===== src/rtl/argmax_stream.sv =====
// argmax_stream: streaming argmax of a captured score vector, reporting winner index, max score and margin to runner-up
module argmax_stream #(
    parameter int NUM_CLASSES = 10,
    parameter int DATA_W = 4,
    parameter int LANES = 1,
    parameter int SIGNED = 0,
    parameter int TIE_LAST = 0,
    localparam int IDX_W = $clog2(NUM_CLASSES)
) (
    input  logic                          clk,
    input  logic                          rst,
    input  logic                          in_valid,
    output logic                          in_ready,
    input  logic [NUM_CLASSES*DATA_W-1:0] in_data,
    output logic                          out_valid,
    input  logic                          out_ready,
    output logic [IDX_W-1:0]              out_index,
    output logic [DATA_W-1:0]             out_max,
    output logic [DATA_W:0]               out_margin
);
    localparam int BEATS = (NUM_CLASSES + LANES - 1) / LANES;
    localparam int BW = BEATS > 1 ? $clog2(BEATS) : 1;
    localparam int FW = BEATS * LANES * DATA_W;
    localparam logic [DATA_W:0] MIN_S = (DATA_W + 1)'(SIGNED != 0 ? -(2 ** (DATA_W - 1)) : 0);
    typedef enum logic [1:0] {IDLE, SCAN, DONE} state_t;
    state_t                  state_q, state_d;
    logic [FW-1:0]           data_q, data_d;
    logic [BW-1:0]           beat_q, beat_d;
    logic [DATA_W:0]         best_q, best_d, second_q, second_d, best_c, second_c;
    logic [IDX_W-1:0]        bidx_q, bidx_d, bidx_c;
    logic [IDX_W-1:0]        out_index_q, out_index_d;
    logic [DATA_W-1:0]       out_max_q, out_max_d;
    logic [DATA_W:0]         out_margin_q, out_margin_d;
    logic [DATA_W:0]         lane_ext [LANES];
    logic [IDX_W-1:0]        lane_idx [LANES];
    logic                    lane_ok [LANES];
    // Scores are held sign- or zero-extended by one bit so a single signed compare serves both modes,
    // and the captured copy is padded to whole beats so lanes past the last class read harmless bits.
    for (genvar l = 0; l < LANES; l++) begin : g_lane
        logic [31:0]       pos;
        logic [DATA_W-1:0] raw;
        assign pos = 32'(beat_q) * 32'(LANES) + 32'(l);
        assign raw = data_q[pos * DATA_W +: DATA_W];
        assign lane_ext[l] = SIGNED != 0 ? {raw[DATA_W-1], raw} : {1'b0, raw};
        assign lane_idx[l] = pos[IDX_W-1:0];
        assign lane_ok[l] = pos < 32'(NUM_CLASSES) && pos != 32'd0;
    end
    // fold this beat's present lanes into the running best/second in ascending index order
    always_comb begin
        best_c = best_q;
        second_c = second_q;
        bidx_c = bidx_q;
        for (int l = 0; l < LANES; l++) begin
            if (lane_ok[l] && ($signed(lane_ext[l]) > $signed(best_c) || (TIE_LAST != 0 && lane_ext[l] == best_c))) begin
                second_c = best_c;
                best_c = lane_ext[l];
                bidx_c = lane_idx[l];
            end else if (lane_ok[l] && $signed(lane_ext[l]) > $signed(second_c)) begin
                second_c = lane_ext[l];
            end
        end
    end
    // FSM: capture and seed with class 0, scan BEATS beats, then hold the result until accepted
    always_comb begin
        state_d = state_q;
        data_d = data_q;
        beat_d = beat_q;
        best_d = best_q;
        second_d = second_q;
        bidx_d = bidx_q;
        out_index_d = out_index_q;
        out_max_d = out_max_q;
        out_margin_d = out_margin_q;
        case (state_q)
            IDLE: if (in_valid) begin
                state_d = SCAN;
                data_d = FW'(in_data);
                beat_d = '0;
                best_d = SIGNED != 0 ? {in_data[DATA_W-1], in_data[DATA_W-1:0]} : {1'b0, in_data[DATA_W-1:0]};
                second_d = MIN_S;
                bidx_d = '0;
            end
            SCAN: begin
                best_d = best_c;
                second_d = second_c;
                bidx_d = bidx_c;
                beat_d = beat_q + BW'(1);
                if (beat_q == BW'(BEATS - 1)) begin
                    state_d = DONE;
                    out_index_d = bidx_c;
                    out_max_d = best_c[DATA_W-1:0];
                    out_margin_d = best_c - second_c;
                end
            end
            DONE: if (out_ready) state_d = IDLE;
            default: state_d = IDLE;
        endcase
    end
    // state and datapath registers; reset abandons any vector in flight
    always_ff @(posedge clk) begin
        if (rst) begin
            state_q <= IDLE;
            data_q <= '0;
            beat_q <= '0;
            best_q <= '0;
            second_q <= '0;
            bidx_q <= '0;
            out_index_q <= '0;
            out_max_q <= '0;
            out_margin_q <= '0;
        end else begin
            state_q <= state_d;
            data_q <= data_d;
            beat_q <= beat_d;
            best_q <= best_d;
            second_q <= second_d;
            bidx_q <= bidx_d;
            out_index_q <= out_index_d;
            out_max_q <= out_max_d;
            out_margin_q <= out_margin_d;
        end
    end
    assign in_ready = state_q == IDLE;
    assign out_valid = state_q == DONE;
    assign out_index = out_index_q;
    assign out_max = out_max_q;
    assign out_margin = out_margin_q;
endmodule


===== config.mk =====
export PLATFORM = sky130hd
export DESIGN_NAME = argmax_stream
export DESIGN_NICKNAME = d
export VERILOG_FILES = /design/src/rtl/argmax_stream.sv
export SDC_FILE = /design/constraint.sdc
export NUM_CORES = 1
export LEC_CHECK = 0
export ABC_CLOCK_PERIOD_IN_PS = 7900
export CORE_ASPECT_RATIO = 0.75
export CORE_MARGIN = 2
export CORE_UTILIZATION = 50
export CTS_CLUSTER_SIZE = 30
export DETAILED_ROUTE_END_ITERATION = 10
export GPL_TIMING_DRIVEN = 0
export HOLD_SLACK_MARGIN = 0.03
export PLACE_DENSITY = 0.76
export SYNTH_ARGS = -nofsm -noshare
export SYNTH_HDL_FRONTEND = slang
export SYNTH_SLANG_ARGS = --single-unit

===== constraint.sdc =====
create_clock -name clk -period 7.9 [get_ports clk]
set_input_delay 0.79 -clock clk [delete_from_list [all_inputs] [get_ports clk]]
set_output_delay 0.79 -clock clk [all_outputs]
set_load 0.01 [all_outputs]

==> flow_metrics.py <==
# Metrics from the implementation run
metrics = {
    "logic_synthesis": {
        "netlist_instances": 432,
        "aoi_share": 0.188,
        "yosysWarnings": 0,
        "ys_cells": 432,
        "yosysSeqAreaShare": 0.407,
    },
    "timing": {
        "finalHoldViolCount": 0,
        "max_freq_mhz": 220,
        "fin_ws_ps": 3350,
        "worst_pin_slew_ps": 606,
        "rsz0062_at_grt": "false",
        "finalCritPeriodShare": 0.576,
    },
    "outcome": {
        "status": "finished clean",
    },
    "layout": {
        "post_route_cells_drive_above_1_share": 0.0772,
        "area_growth_pct": 26.1,
    },
    "worst_setup_path": {
        "worstReg2RegEnd": "out_margin[4]$_SDFFE_PP0P_",
        "critPathArrivalTime_ps": 4830,
        "timing.critical_path.from": "beat_q[0]$_SDFFE_PP0P_",
        "startpoint_type": "flop",
    },
    "detailed_routing": {
        "dr.first_iter.drc_count": 244,
        "drtPass1Iterations": 4,
    },
    "global_route": {
        "grt_pass1_vias": 3004,
        "grt_use_met1": 0.374,
    },
    "worst_hold_path": {
        "hold_path.startpoint": "data_q[5]$_SDFFE_PP0P_",
    },
    "clock_network": {
        "hold_buffers": 0,
        "post_cts.repair.setup_buffers": 0,
    },
    "die": {
        "core_region_area_um2": 6900,
    },
}
stage by stage:
step / util / instances
final: 0.656 / 603
after global routing: 0.656 / 603
after floorplan: - / 432
after global placement: 0.621 / 587
after CTS: 0.656 / 603
after detailed placement: 0.621 / 587
how the worst max path moves through the flow:
stage	to	slack [ps]	cells past startpoint
2_1_floorplan	out_margin[4]$_SDFFE_PP0P_	3940	20
3_3_place_gp	out_margin[4]$_SDFFE_PP0P_	3460	19
3_5_place_dp	out_margin[4]$_SDFFE_PP0P_	3480	19
4_1_cts	out_margin[4]$_SDFFE_PP0P_	3390	19
5_1_grt	out_margin[4]$_SDFFE_PP0P_	3030	19
6_report	out_margin[4]$_SDFFE_PP0P_	3350	19
cell usage in the layout (no fill, tap or decap), drive strengths merged, types with 7 or more instances in the layout:
master and n:
dfxtp 73, nor2b 9, mux2 7, buf 11
a211oi 11, mux2i 12, a21oi 60, nand2 114
ha 15, clkbuf 30, inv 15, clkdlybuf4s50 57
nor2 26
metal layers:
layer  up-vias  part of all wire
met4         0            0.0082
met1      1525              0.50
met3         9             0.073
li1       1621                 -
met2       117              0.42
met5         -                 0
state kept, by name, summed over array words and instances (netlist names):
| register | count |
|---|---|
| state_q | 2 |
| best_q | 5 |
| second_q | 5 |
| out_margin | 5 |
| beat_q | 4 |
| data_q | 40 |
| out_max | 4 |
| bidx_q | 4 |
| out_index | 4 |
worst max-delay path, stage by stage (launching register included):
cell and delay [ps]:
dfxtp_1 400, buf_6 170, buf_8 140, mux2_2 170, o22ai_1 80, o32ai_1 530, ha_1 380, a211o_1 300
o221a_2 220, buf_4 160, mux2i_1 380, inv_1 90, ha_1 250, fa_1 420, inv_1 80, a21o_1 100
a21oi_1 70, xor2_1 180, xnor2_1 140, o31ai_1 190
cell type report:
class,count,area [um2]
clock buffer,10,128
clock inverter,6,115
sequential,73,1460
timing repair buffer,57,571
buffer,31,166
tap,98,123
inverter,14,52.6
multi-input combinational,314,1910
fill,600,2370
kinds of logic (layout without fill, tap and decap cells):
kind of cell / count (synthesis) / count (layout)
buffers and inverters: 45 / 118
AND/OR/NAND/NOR: 164 / 164
XOR/XNOR: 5 / 5
adder cells (fa/ha/maj): 16 / 16
AND-OR/OR-AND: 106 / 106
flip-flops: 73 / 73
multiplexers: 23 / 23
power breakdown:
part	internal, W	total [W]	switching, W
sequential	0.000384	0.000394	0.0000102
combinational	0.0000766	0.000160	0.0000829
clock	0.000211	0.000361	0.000149
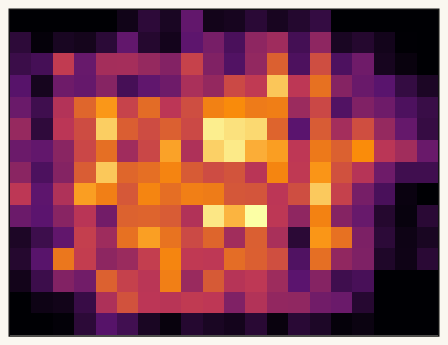
Figure 1: wiring heat map.
The die is cut into 20 by 15 equal tiles; black is low, pale yellow is high, scaled to the fullest tile. Values are wire area over tile area, all layers added.
- fullest tile: 0.51
- mean over tiles: 0.19
- densest ninth of the die: middle
via count: 3272
average wire per standard cell: 15.3 um
Tot GR Track Use: 0.246
WL final: 9200 um

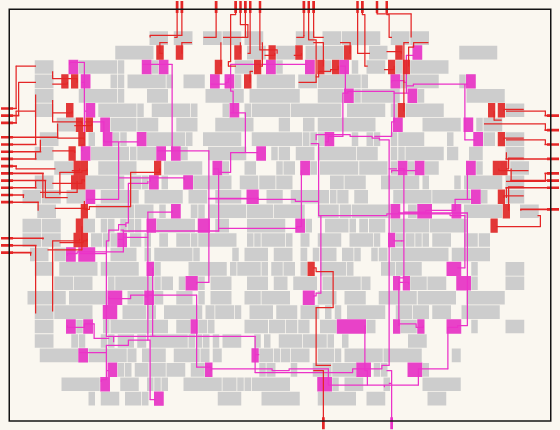
Figure 2: I/O nets highlighted.
- magenta: rst (bits 1; direction input; edge bottom; end cells 74; buffers 8; wire 904 um)
- red: in_data (bits 40; direction input; edge 16 left, 15 top, 8 right, 1 bottom; end cells 40; buffers 40; wire 640 um)
io pins: 59
Port Buf Inserts: 57

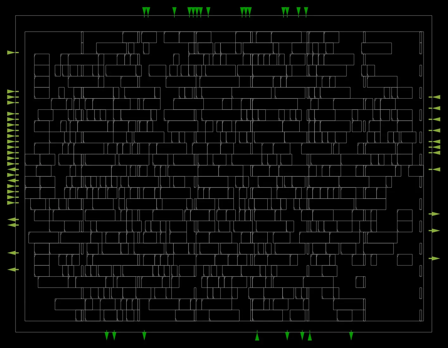
Figure 3: cell outlines without signal wires.
num tapcells: 98
Flop Count: 73
Fill cells: 600

Power figures rest on the tool's default switching activity, not on a simulated workload.
